## src/rtl/mean_unit_pkg.sv

```systemverilog
// Shared constants and types for the stage-1 mean engine of the linear-regression core.
// The controller uses the same sample address window.
package mean_unit_pkg;

    localparam int WIDTH     = 20;
    localparam int ACC_W     = 28;
    localparam int N_SAMPLES = 150;

    localparam logic [7:0] ADDR_START = 8'd106;
    localparam logic [7:0] ADDR_END   = 8'd255;

    typedef enum logic [1:0] {
        ST_IDLE   = 2'd0,
        ST_ACCUM  = 2'd1,
        ST_DIVIDE = 2'd2,
        ST_DONE   = 2'd3
    } state_e;

    function automatic logic signed [ACC_W-1:0] sext_sample(input logic signed [WIDTH-1:0] s);
        return {{(ACC_W-WIDTH){s[WIDTH-1]}}, s};
    endfunction

endpackage

```

## src/rtl/mean_unit_serial_divider.sv

```systemverilog
// Restoring serial divider by a constant: one quotient bit per cycle, signed result
// truncated toward zero. valid flags the cycle whose edge completes the division.
module serial_divider #(
    parameter int WIDTH     = 28,
    parameter int DIVISOR   = 150,
    parameter int OUT_WIDTH = 20
) (
    input  logic                 clk,
    input  logic                 reset,
    input  logic                 load,
    input  logic [WIDTH-1:0]     dividend,
    output logic                 busy,
    output logic                 valid,
    output logic [OUT_WIDTH-1:0] quotient
);

    localparam int RW = $clog2(DIVISOR) + 1;
    localparam int CW = $clog2(WIDTH);
    localparam logic [RW-1:0] DIV_C = RW'(DIVISOR);

    logic              busy_q, busy_d;
    logic              neg_q, neg_d;
    logic [WIDTH-1:0]  work_q, work_d;
    logic [RW-2:0]     rem_q, rem_d;
    logic [CW-1:0]     cnt_q, cnt_d;

    logic [RW-1:0]     rem_shift_s;
    logic [RW-2:0]     rem_sub_s;
    logic              ge_s;
    logic [WIDTH-1:0]  work_next_s;
    logic              last_s;
    logic [OUT_WIDTH-1:0] quot_mag_s;

    // One restoring step: shift in the next dividend bit, subtract when it fits.
    always_comb begin
        rem_shift_s = {rem_q, work_q[WIDTH-1]};
        ge_s        = (rem_shift_s >= DIV_C);
        rem_sub_s   = rem_shift_s[RW-2:0] - DIV_C[RW-2:0];
        work_next_s = {work_q[WIDTH-2:0], ge_s};
        last_s      = busy_q && (cnt_q == CW'(WIDTH - 1));
        quot_mag_s  = work_next_s[OUT_WIDTH-1:0];
    end

    // Load / step control for the divider registers.
    always_comb begin
        busy_d = busy_q;
        neg_d  = neg_q;
        work_d = work_q;
        rem_d  = rem_q;
        cnt_d  = cnt_q;
        if (load) begin
            busy_d = 1'b1;
            neg_d  = dividend[WIDTH-1];
            work_d = dividend[WIDTH-1] ? (~dividend + {{(WIDTH-1){1'b0}}, 1'b1}) : dividend;
            rem_d  = '0;
            cnt_d  = '0;
        end else if (busy_q) begin
            work_d = work_next_s;
            rem_d  = ge_s ? rem_sub_s : rem_shift_s[RW-2:0];
            cnt_d  = cnt_q + {{(CW-1){1'b0}}, 1'b1};
            if (last_s) begin
                busy_d = 1'b0;
            end else begin
                busy_d = 1'b1;
            end
        end else begin
            busy_d = 1'b0;
        end
    end

    // Divider state registers.
    always_ff @(posedge clk or posedge reset) begin
        if (reset) begin
            busy_q <= 1'b0;
            neg_q  <= 1'b0;
            work_q <= '0;
            rem_q  <= '0;
            cnt_q  <= '0;
        end else begin
            busy_q <= busy_d;
            neg_q  <= neg_d;
            work_q <= work_d;
            rem_q  <= rem_d;
            cnt_q  <= cnt_d;
        end
    end

    assign busy     = busy_q;
    assign valid    = last_s;
    assign quotient = neg_q ? (~quot_mag_s + {{(OUT_WIDTH-1){1'b0}}, 1'b1}) : quot_mag_s;

endmodule

```

## src/rtl/mean_unit.sv

```systemverilog
// Stage-1 engine: sums the 150 stored (x,y) samples, then divides both sums by 150
// in parallel serial dividers and presents registered means.
module mean_unit
    import mean_unit_pkg::*;
(
    input  logic             clk,
    input  logic             reset,
    input  logic             start,
    input  logic [WIDTH-1:0] x_data,
    input  logic [WIDTH-1:0] y_data,
    output logic [7:0]       rd_addr,
    output logic             busy,
    output logic             done,
    output logic [WIDTH-1:0] mean_x,
    output logic [WIDTH-1:0] mean_y
);

    state_e            state_q, state_d;
    logic [7:0]        addr_q, addr_d;
    logic [ACC_W-1:0]  sum_x_q, sum_x_d;
    logic [ACC_W-1:0]  sum_y_q, sum_y_d;
    logic [WIDTH-1:0]  mean_x_q, mean_x_d;
    logic [WIDTH-1:0]  mean_y_q, mean_y_d;
    logic              done_q, done_d;
    logic              busy_q, busy_d;

    logic              div_load_s;
    logic              dx_busy_s, dy_busy_s;
    logic              dx_valid_s, dy_valid_s;
    logic [WIDTH-1:0]  qx_s, qy_s;
    logic              div_fin_s;

    assign div_fin_s = dx_valid_s & dy_valid_s & dx_busy_s & dy_busy_s;

    // Next-state and datapath control.
    always_comb begin
        state_d    = state_q;
        addr_d     = addr_q;
        sum_x_d    = sum_x_q;
        sum_y_d    = sum_y_q;
        mean_x_d   = mean_x_q;
        mean_y_d   = mean_y_q;
        div_load_s = 1'b0;
        case (state_q)
            ST_IDLE: begin
                if (start) begin
                    sum_x_d = '0;
                    sum_y_d = '0;
                    addr_d  = ADDR_START;
                    state_d = ST_ACCUM;
                end else begin
                    state_d = ST_IDLE;
                end
            end
            ST_ACCUM: begin
                sum_x_d = sum_x_q + sext_sample(x_data);
                sum_y_d = sum_y_q + sext_sample(y_data);
                // The final sample is folded into the divider load, so the address parks at the end.
                if (addr_q == ADDR_END) begin
                    div_load_s = 1'b1;
                    state_d    = ST_DIVIDE;
                end else begin
                    addr_d = addr_q + 8'd1;
                end
            end
            ST_DIVIDE: begin
                if (div_fin_s) begin
                    mean_x_d = qx_s;
                    mean_y_d = qy_s;
                    state_d  = ST_DONE;
                end else begin
                    state_d = ST_DIVIDE;
                end
            end
            ST_DONE: begin
                state_d = ST_IDLE;
            end
            default: begin
                state_d = ST_IDLE;
            end
        endcase
        busy_d = (state_d != ST_IDLE);
        done_d = (state_d == ST_DONE);
    end

    // Engine state registers.
    always_ff @(posedge clk or posedge reset) begin
        if (reset) begin
            state_q  <= ST_IDLE;
            addr_q   <= ADDR_START;
            sum_x_q  <= '0;
            sum_y_q  <= '0;
            mean_x_q <= '0;
            mean_y_q <= '0;
            done_q   <= 1'b0;
            busy_q   <= 1'b0;
        end else begin
            state_q  <= state_d;
            addr_q   <= addr_d;
            sum_x_q  <= sum_x_d;
            sum_y_q  <= sum_y_d;
            mean_x_q <= mean_x_d;
            mean_y_q <= mean_y_d;
            done_q   <= done_d;
            busy_q   <= busy_d;
        end
    end

    serial_divider #(
        .WIDTH    (ACC_W),
        .DIVISOR  (N_SAMPLES),
        .OUT_WIDTH(WIDTH)
    ) u_div_x (
        .clk     (clk),
        .reset   (reset),
        .load    (div_load_s),
        .dividend(sum_x_d),
        .busy    (dx_busy_s),
        .valid   (dx_valid_s),
        .quotient(qx_s)
    );

    serial_divider #(
        .WIDTH    (ACC_W),
        .DIVISOR  (N_SAMPLES),
        .OUT_WIDTH(WIDTH)
    ) u_div_y (
        .clk     (clk),
        .reset   (reset),
        .load    (div_load_s),
        .dividend(sum_y_d),
        .busy    (dy_busy_s),
        .valid   (dy_valid_s),
        .quotient(qy_s)
    );

    assign rd_addr = addr_q;
    assign busy    = busy_q;
    assign done    = done_q;
    assign mean_x  = mean_x_q;
    assign mean_y  = mean_y_q;

endmodule

```

## config.mk

```make
export PLATFORM = sky130hd
export DESIGN_NAME = mean_unit
export DESIGN_NICKNAME = d
export VERILOG_FILES = /design/src/rtl/mean_unit_pkg.sv /design/src/rtl/mean_unit_serial_divider.sv /design/src/rtl/mean_unit.sv
export SDC_FILE = /design/constraint.sdc
export NUM_CORES = 1
export LEC_CHECK = 0
export CAP_MARGIN = 10
export CORE_ASPECT_RATIO = 0.6
export CORE_MARGIN = 3
export CORE_UTILIZATION = 48
export CTS_CLUSTER_DIAMETER = 150
export DETAILED_ROUTE_END_ITERATION = 10
export PLACE_DENSITY = 0.67
export SLEW_MARGIN = 20
export SYNTH_ARGS = -nofsm -noshare
export SYNTH_HDL_FRONTEND = slang
export SYNTH_HIERARCHICAL = 1
export SYNTH_SLANG_ARGS = --single-unit
```

## constraint.sdc

```tcl
create_clock -name clk -period 4.9 [get_ports clk]
set_clock_uncertainty 0.15 [all_clocks]
set_input_delay 1.225 -clock clk [delete_from_list [all_inputs] [get_ports clk]]
set_output_delay 1.225 -clock clk [all_outputs]
set_load 0.01 [all_outputs]
```

Fig. 1: nets reached from selected ports
(3 px per um)
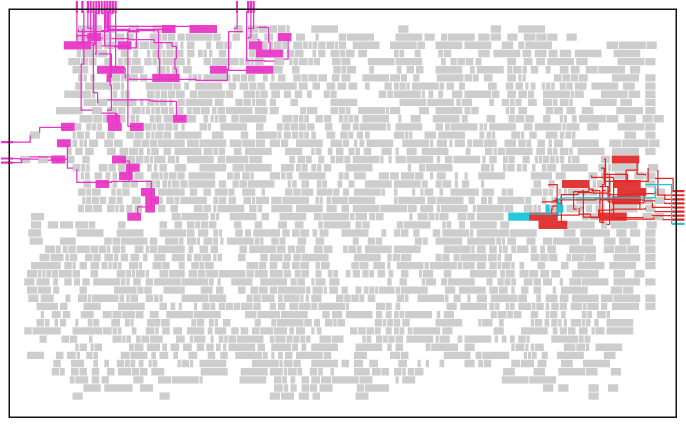
cyan -> start  # direction input, end cells 3, buffers 1, wire 79.4 um
red -> rd_addr  # direction output, end cells 8, buffers 8, wire 420 um
magenta -> x_data  # direction input, end cells 29, buffers 21, wire 763 um

==> results.sh <==
# implementation run metrics
export IMPL_crit_slowest_cell="or4_4"
export IMPL_rr_endpoint="u_div_y/work_q[27]"
export IMPL_use_met2_pct=32.6
export IMPL_grt_util_met3_pct=5.22
export IMPL_rsz0062_at_grt="no"
export IMPL_clock_latency_ns=0.45
export IMPL_cts_resized_gates=24
export IMPL_cts_sinks=194
export IMPL_fin_crit_sh_pct=97.3
export IMPL_fin_ws_ns=0.131
export IMPL_dieArea_um2=30100
export IMPL_wl_per_cell_um=19.1
export IMPL_cp_num_buf_inv=3
export IMPL_grt_pass1_vias=11200
export IMPL_hold_violations=0
export IMPL_cp_cell_sequence="clkdlybuf4s50_1, ha_4, a21oi_2, o21ai_1, buf_4, nand2_1, o31ai_4, a31oi_2, buf_4, nand2_1, xnor2_1, a22o_1, or4_4, or4_4, or4_4, o21ai_2"
export IMPL_drt_iter0_markers=1471
export IMPL_htree_levels=4
export IMPL_reg2reg_slack_ns=0.63
export IMPL_ys_types=76
export IMPL_drive_gt1_share_pct=23.3
export IMPL_ff2ff_path_depth=14
export IMPL_ios=93
export IMPL_async_reset_ff_share_pct=100
export IMPL_mostFrequentLayoutCells="buf_4, dfrtp_1, nand2_1"
export IMPL_clock_path_buffers=2
export IMPL_tns_ns=0
export IMPL_leakage_nw=7.19
export IMPL_ys_cells=1477
export IMPL_endpoint_kind="flip-flop"
export IMPL_path_class="in2reg"
export IMPL_syn_inst=1477
export IMPL_drc_errors=0
export IMPL_tightest_slew_ns=1.09
export IMPL_crit_top_cell="or4_4"
export IMPL_finalHoldWorstSlack_ns=0.358
export IMPL_pwr_density_cell_nw_per_um2=602
export IMPL_drt_first_pass_iters=6
export IMPL_final_common_cell="buf_4"
export IMPL_arrival_ns=5.00
export IMPL_whs_path_depth=1
export IMPL_io_buffer_count=92
export IMPL_grt_max_degree=95
export IMPL_synth_flops=194
export IMPL_flop_cell="dfrtp_1"
export IMPL_hold_buffers=0
export IMPL_slowest_delay_ns=0.57
export IMPL_n_antenna_cell=0
export IMPL_edf_count=0
export IMPL_die_w_um=222
export IMPL_crit_family="simple AND/OR/NAND/NOR gates"
export IMPL_start_kind="input pin"
export IMPL_ys_seq_share_pct=36.2
export IMPL_ff_latch_area_um2=4860
export IMPL_syn_avg_cell_area_um2=9.09
export IMPL_hp_class="reg2reg"
export IMPL_period_minus_slack_ns=4.77
export IMPL_cts_setup_buffers=14
export IMPL_finalSetupViolations=0
export IMPL_final_max_slew_violation_count=0
export IMPL_holdCritStartpoint="mean_x[10]"
export IMPL_cap_violations=0
export IMPL_fp_util_pct=49.8
export IMPL_synth_nets=1585
export IMPL_grt_pass1_wl_um=62000
export IMPL_area_growth_pct=27.9
export IMPL_vias=12500
export IMPL_maxSlewHeadroom_pct=27.2
export IMPL_combGateArea_um2=8500
export IMPL_fmax_mhz=210
export IMPL_yosys_area_um2=13400
export IMPL_final_core_util_pct=63.7
export IMPL_num_rows=46
export IMPL_peakVddDrop_mv=0.337
export IMPL_track_usage_pct=25.8
export IMPL_ys_warn_count=6
export IMPL_outcome="finished clean"
export IMPL_tritoncts="yes"
export IMPL_grt_overflow=0
Fig. 2: M3 wires
(2 px per um) Cells faint in the background.
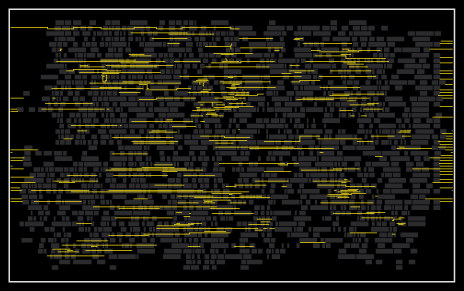
main direction = horizontal
wire length on this layer = 3800 um
longest straight run = 88.8 um
nets with wire on the layer = 236

[through the flow]
step,instances,cell area (um2)
floorplan,1477,13500
global placement,2029,15900
detailed placement,2029,15900
CTS,2075,16800
global route,2081,17200
finish,2081,17200
[layer usage]
metal | routed length [um] | share of wire (%) | vias up
met5 | 0 | 0 | -
met4 | 230 | 0.58 | 0
met3 | 3800 | 9.6 | 29
met2 | 15200 | 38 | 550
met1 | 20500 | 52 | 6026
li1 | - | - | 5928
[Yosys cell counts, types with 20 or more instances]
library cell    n  area share (%)
nand3_1        42             1.6
xnor2_1        72             4.7
a21oi_1        88             3.3
nor2_1         70             2.0
nor4_1         28             1.3
nor2b_1        28             1.3
xor2_1         51             3.3
a21o_1         25             1.4
dfrtp_1       190              35
nor3_1         44             1.6
nand4_1        20            0.93
nand2b_1       21            0.98
o41ai_1        20             1.3
inv_1          41             1.1
mux2i_1        34             2.5
ha_1           63             5.9
mux2_2         47             3.9
clkbuf_1       58             1.6
o21ai_0        94             3.5
nand2_1       128             3.6
a211oi_1       29             1.6
o31ai_1        46             2.6
[sequential cells by signal, summed over array words and instances (netlist names), 2 cells and up]
name,count
rd_addr,8
mean_y,20
u_div_x/rem_q,8
u_div_y/work_q,28
sum_y_q,28
u_div_y/rem_q,8
u_div_y/cnt_q,5
u_div_x/work_q,28
u_div_x/cnt_q,5
sum_x_q,28
state_q,2
mean_x,20
[logic make-up (layout without fill, tap and decap cells)]
kind of cell | after synthesis | in the layout | share of synthesized area (%)
flip-flops | 194 | 194 | 36.2
multiplexers | 81 | 81 | 6.48
XOR/XNOR | 123 | 123 | 8.03
adder cells (fa/ha/maj) | 65 | 65 | 6.17
AND/OR/NAND/NOR | 468 | 468 | 18.1
buffers and inverters | 132 | 376 | 4.20
AND-OR/OR-AND | 414 | 414 | 20.9
[worst reg2reg max path, stage by stage, from the launching register on]
cell      delay (ns)
dfrtp_1         0.39
ha_2            0.20
fa_2            0.40
a21o_1          0.20
a21oi_2         0.19
o21bai_4        0.13
a211oi_4        0.28
o31ai_4         0.12
a31oi_2         0.26
xor2_1          0.20
o21ai_2         0.09
or4_4           0.56
or4_4           0.44
or4_4           0.53
o21ai_2         0.06
[how the worst max path moves through the flow]
stage	start	endpoint	cells past startpoint
2_1_floorplan	y_data[0]	u_div_y/work_q[27]	14
3_3_place_gp	y_data[0]	u_div_y/work_q[27]	15
3_5_place_dp	y_data[0]	u_div_y/work_q[27]	15
4_1_cts	y_data[0]	u_div_y/work_q[27]	15
5_1_grt	x_data[10]	u_div_x/work_q[27]	16
6_report	x_data[10]	u_div_x/work_q[27]	16
[area by class of cell]
class	instances	area share (%)
Inverter	43	0.955
Sequential cell	194	28.3
Multi-Input combinational cell	1151	49.5
Timing Repair Buffer	301	15.1
Tap cell	360	2.62
Clock buffer	17	2.48
Clock inverter	15	0.991
[power by group]
| group | switching, W | leakage, nW | internal, W |
|---|---|---|---|
| Sequential | 0.000242 | 2.37 | 0.00187 |
| Combinational | 0.00365 | 4.53 | 0.00313 |
| Clock | 0.000713 | 0.284 | 0.000728 |
| Total | 0.00460 | 7.19 | 0.00573 |
Power is estimated from default activity; no workload was simulated.
